File: config.mk
export PLATFORM = sky130hd
export DESIGN_NAME = spi_slave_rx_flat
export DESIGN_NICKNAME = d
export VERILOG_FILES = /design/src/rtl/spi_slave_rx_if.sv /design/src/rtl/spi_slave_rx.sv /design/src/flat_wrapper.sv
export SDC_FILE = /design/constraint.sdc
export NUM_CORES = 1
export LEC_CHECK = 0
export ABC_AREA = 1
export CAP_MARGIN = 15
export CORE_MARGIN = 2
export CORE_UTILIZATION = 58
export CTS_BUF_LIST = sky130_fd_sc_hd__clkbuf_8
export DETAILED_ROUTE_END_ITERATION = 8
export GPL_TIMING_DRIVEN = 1
export HOLD_SLACK_MARGIN = 0.12
export PLACE_DENSITY = 0.81
export SLEW_MARGIN = 10
export SYNTH_ARGS = -nofsm -noshare
export SYNTH_HDL_FRONTEND = slang
export SYNTH_SLANG_ARGS = --single-unit
File: constraint.sdc
create_clock -name clk -period 1.8 [get_ports clk]
set_input_delay 0.27 -clock clk [delete_from_list [all_inputs] [get_ports clk]]
set_output_delay 0.27 -clock clk [all_outputs]
set_load 0.01 [all_outputs]
File: src/rtl/spi_slave_rx_if.sv
// Bus bundle between an SPI master and the spi_slave_rx receiver.
// The master drives the serial pins; the receiver returns the captured word.
interface spi_slave_rx_if #(
    parameter int DATA_W = 12
);
    logic              sclk;
    logic              cs;
    logic              mosi;
    logic [DATA_W-1:0] dout;
    logic              done;
    logic              err;

    modport master (output sclk, cs, mosi, input dout, done, err);
    modport slave  (input sclk, cs, mosi, output dout, done, err);
endinterface

File: src/rtl/spi_slave_rx.sv
// SPI mode-0 receive-only slave: samples mosi LSB first on sclk rising edges
// and presents each complete DATA_W-bit frame on dout with a one-clk done pulse.
module spi_slave_rx #(
    parameter int DATA_W      = 12,
    parameter int SYNC_STAGES = 2
) (
    input  logic           clk,
    input  logic           rst,
    spi_slave_rx_if.slave  bus
);
    localparam int CNT_W = $clog2(DATA_W + 1);
    localparam logic [CNT_W-1:0] LAST_BIT = CNT_W'(DATA_W - 1);

    typedef enum logic [1:0] {IDLE, RECV, DONE, WAIT_CS} state_e;

    logic [SYNC_STAGES-1:0] sclk_sync_q;
    logic [SYNC_STAGES-1:0] cs_sync_q;
    logic [SYNC_STAGES-1:0] mosi_sync_q;
    logic                   sclk_prev_q;

    logic                   sclk_s;
    logic                   cs_s;
    logic                   mosi_s;
    logic                   sclk_rise;

    state_e                 state_q,   state_d;
    logic [DATA_W-1:0]      shift_q,   shift_d;
    logic [CNT_W-1:0]       bit_cnt_q, bit_cnt_d;
    logic [DATA_W-1:0]      dout_q,    dout_d;
    logic                   done_q,    done_d;
    logic                   err_q,     err_d;

    assign sclk_s    = sclk_sync_q[SYNC_STAGES-1];
    assign cs_s      = cs_sync_q[SYNC_STAGES-1];
    assign mosi_s    = mosi_sync_q[SYNC_STAGES-1];
    assign sclk_rise = sclk_s & ~sclk_prev_q;

    always_comb begin
        // NOTE: every output of this block gets a default first, so no path leaves one unassigned and no latch is inferred.
        state_d   = state_q;
        shift_d   = shift_q;
        bit_cnt_d = bit_cnt_q;
        dout_d    = dout_q;
        done_d    = 1'b0;
        err_d     = 1'b0;

        unique case (state_q)
            IDLE: begin
                shift_d   = '0;
                bit_cnt_d = '0;
                if (!cs_s) begin
                    state_d = RECV;
                end
            end
            RECV: begin
                if (sclk_rise) begin
                    shift_d[bit_cnt_q] = mosi_s;
                    bit_cnt_d          = bit_cnt_q + CNT_W'(1);
                    if (bit_cnt_q == LAST_BIT) begin
                        state_d = DONE;
                        dout_d  = shift_d;
                        done_d  = 1'b1;
                    end
                end
                // The final sample wins over a simultaneous chip-select release.
                if (cs_s && state_d != DONE) begin
                    state_d = IDLE;
                    err_d   = 1'b1;
                end
            end
            DONE: begin
                state_d = WAIT_CS;
            end
            WAIT_CS: begin
                if (cs_s) begin
                    state_d = IDLE;
                end
            end
            default: begin
                state_d = IDLE;
            end
        endcase
    end

    always_ff @(posedge clk) begin
        // NOTE: sequential state uses non-blocking assignments so every flop samples pre-edge values.
        if (rst) begin
            // cs resets to its inactive level so reset release never fakes a frame start.
            sclk_sync_q <= '0;
            cs_sync_q   <= '1;
            mosi_sync_q <= '0;
            sclk_prev_q <= 1'b0;
            state_q     <= IDLE;
            shift_q     <= '0;
            bit_cnt_q   <= '0;
            dout_q      <= '0;
            done_q      <= 1'b0;
            err_q       <= 1'b0;
        end else begin
            sclk_sync_q <= {sclk_sync_q[SYNC_STAGES-2:0], bus.sclk};
            cs_sync_q   <= {cs_sync_q[SYNC_STAGES-2:0],   bus.cs};
            mosi_sync_q <= {mosi_sync_q[SYNC_STAGES-2:0], bus.mosi};
            sclk_prev_q <= sclk_s;
            state_q     <= state_d;
            shift_q     <= shift_d;
            bit_cnt_q   <= bit_cnt_d;
            dout_q      <= dout_d;
            done_q      <= done_d;
            err_q       <= err_d;
        end
    end

    assign bus.dout = dout_q;
    assign bus.done = done_q;
    assign bus.err  = err_q;
endmodule

File: src/flat_wrapper.sv
// flat-port wrapper written by rule: the top's interface ports become plain ports
module spi_slave_rx_flat 
#(
    parameter int DATA_W      = 12,
    parameter int SYNC_STAGES = 2
)
  (clk, rst, bus_sclk, bus_cs, bus_mosi, bus_dout, bus_done, bus_err);
  spi_slave_rx_if #(.DATA_W(DATA_W)) bus_i ();
  input  logic clk;
  input  logic rst;
  input wire logic [$bits(bus_i.sclk)-1:0] bus_sclk;
  input wire logic [$bits(bus_i.cs)-1:0] bus_cs;
  input wire logic [$bits(bus_i.mosi)-1:0] bus_mosi;
  output wire logic [$bits(bus_i.dout)-1:0] bus_dout;
  output wire logic [$bits(bus_i.done)-1:0] bus_done;
  output wire logic [$bits(bus_i.err)-1:0] bus_err;
  assign bus_i.sclk = bus_sclk;
  assign bus_i.cs = bus_cs;
  assign bus_i.mosi = bus_mosi;
  assign bus_dout = bus_i.dout;
  assign bus_done = bus_i.done;
  assign bus_err = bus_i.err;
  spi_slave_rx #(.DATA_W(DATA_W), .SYNC_STAGES(SYNC_STAGES)) u_core (.clk(clk), .rst(rst), .bus(bus_i));
endmodule
Fig. 1: metal 1
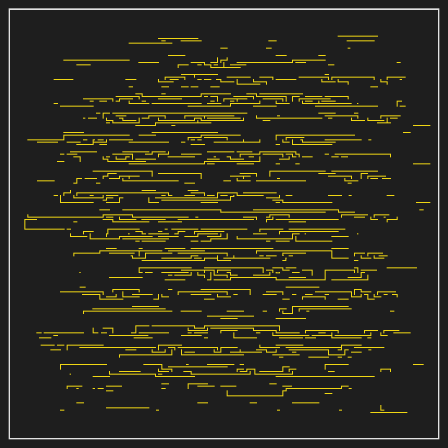
The layer carries 1730 um of wire. The longest straight run is 18.9 um.
via count: 1604
grt met1 use: 28.23%
final wirelength: 3.619 mm

Fig. 2: routing congestion
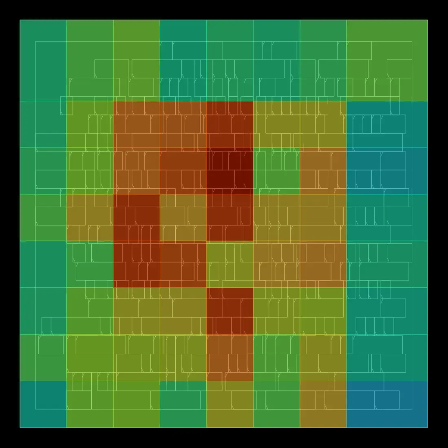
GR Util All Layers: 22.86%
grt met3 use: 7.359%
post-route core utilization: 71.78%

==> results.cfg <==
; yosys + openroad results
[die]
fp.coreArea_sq_um = 3028
dieArea_sq_um = 3633
die_w_um = 60.28
fp_util_pct = 60.66
ios = 19
fp.dieH_um = 60.28

[critical_path]
crit_type = register to register
worstSetupStartpointType = register
end_kind = register
worstPathArrival_ns = 1.75
cpPeakStageDelay_ns = 0.42
r2r-start = u_core.bit_cnt_q[0]
path_cells = ha_1 > nand3_4 > nor2_4 > nand2_4 > nor2_1 > nor2_1
critical_path_required_ns = 1.98

[yosys]
yosys_area_sq_um = 1837
syn_inst = 262
most_common_cell = nand2_1
ys_sh_aoi_pct = 7.357
syn-cell-area_sq_um = 1837
edf_count = 0
async_flop_share_pct = 0
ys_ff = 38
fp_nets = 271

[clock_network]
post_cts.repair.setup_buffers = 0
cts_resized = 0
numCtsBuffers = 5
cts_tree = yes
cts.path.max_buffers = 2
cts_sinks = 38

[detailed_routing]
first_iter_violations = 61
via_per_inst = 4.890
ant_nets = 0
drcViolationCount = 0

[grt]
grt_pass1_vias = 1435
grt_pass1_wl_mm = 6.141
grt_max_degree = 27

[worst_hold_path]
holdPathEnd = u_core.sclk_sync_q[1]
worstHoldPathCells = 2
hold_class = register to register

[finish]
final_cell_mix = nand2_1, dfxtp_1, nor2_1
final_net_count = 292
multiInputGateArea_sq_um = 869.6
largest_reg_flops = 12
lay_top_count = nand2_1
regArea_sq_um = 760.7

[run]
tool_warnings = 29

[power_and_ir_drop]
p_total_mw = 1.589
ir_worst_vdd_v = 0.0004495

[status]
status = complete, no violations

[place]
port_buffers = 18
gp_congestion = 0.8090
Fig. 3: clock distribution
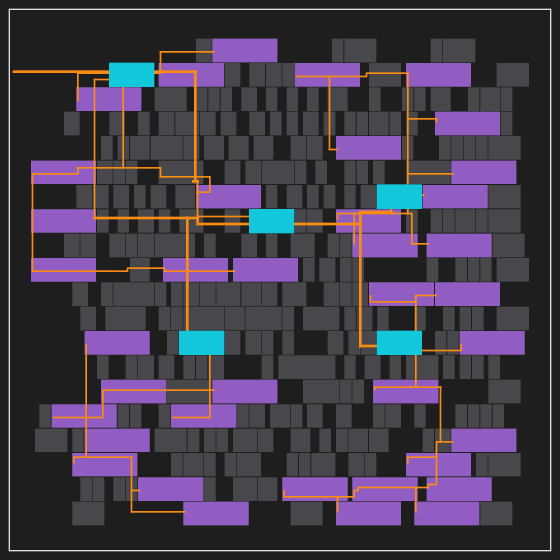
clock wires: marked orange, length 428 um. flip-flops: marked purple, count 38. clock-net drivers: marked cyan, count 5.
There are 6 routed clock nets. Position of the flops: widely spread.
Fin Clk Skew: 0.004282 ns
Worst-Skew Late Latency: 0.29 ns

## metal layers
layer,GRT usage [%],up-vias,wire length (um)
li1,-,866,-
met1,28.23,693,1734
met2,37.11,37,1662
met3,7.359,8,171
met4,8.254,0,50
met5,0,-,0
## cell families (layout without fill, tap and decap cells)
logic type,count (synthesis),after routing
simple gates,146,146
buf+inv,47,69
flops,38,38
compound gates,27,27
fa+ha+maj,4,4
## worst max-delay path by stage
stage,end,slack [ns],cells past startpoint
2_1_floorplan,u_core.bus.dout[10],0.42,8
3_3_place_gp,u_core.bus.dout[0],0.34,6
3_5_place_dp,u_core.bus.dout[7],0.27,6
4_1_cts,u_core.bus.dout[7],0.25,6
5_1_grt,u_core.bus.dout[2],0.12,7
6_report,u_core.bus.dout[7],0.23,6
## layout make-up
class	instances	share of cell area [%]
multi-input combinational	177	40.01
sequential	38	35.00
timing repair buffer	27	11.40
inverter	34	5.987
clock buffer	8	5.066
tap	44	2.533
## per-stage QoR
stage / util [%] / hold slack, ns / setup WS, ns / instances
finish: 71.78 / 0.4035 / 0.2293 / 328
global placement: 68.14 / 0.3903 / 0.3359 / 320
CTS: 71.78 / 0.4040 / 0.2463 / 328
global route: 71.78 / 0.4348 / 0.1191 / 328
detailed placement: 68.14 / 0.3945 / 0.2676 / 320
floorplan: - / 0.3738 / 0.4174 / 262
## report_power, final
part | leakage, nW | total [mW] | switching, mW | internal [mW]
Clock | 0.0575 | 0.668 | 0.282 | 0.386
Sequential | 0.308 | 0.855 | 0.00537 | 0.850
Combinational | 0.572 | 0.0658 | 0.0400 | 0.0258
Total | 0.937 | 1.59 | 0.327 | 1.26
## tightest hold or removal path: stages, from the launching register on
cell and delay, ns:
dfxtp_1 0.30, inv_1 0.04, nor2_1 0.03
No activity file was given, so power comes from the tool's default toggle rates.
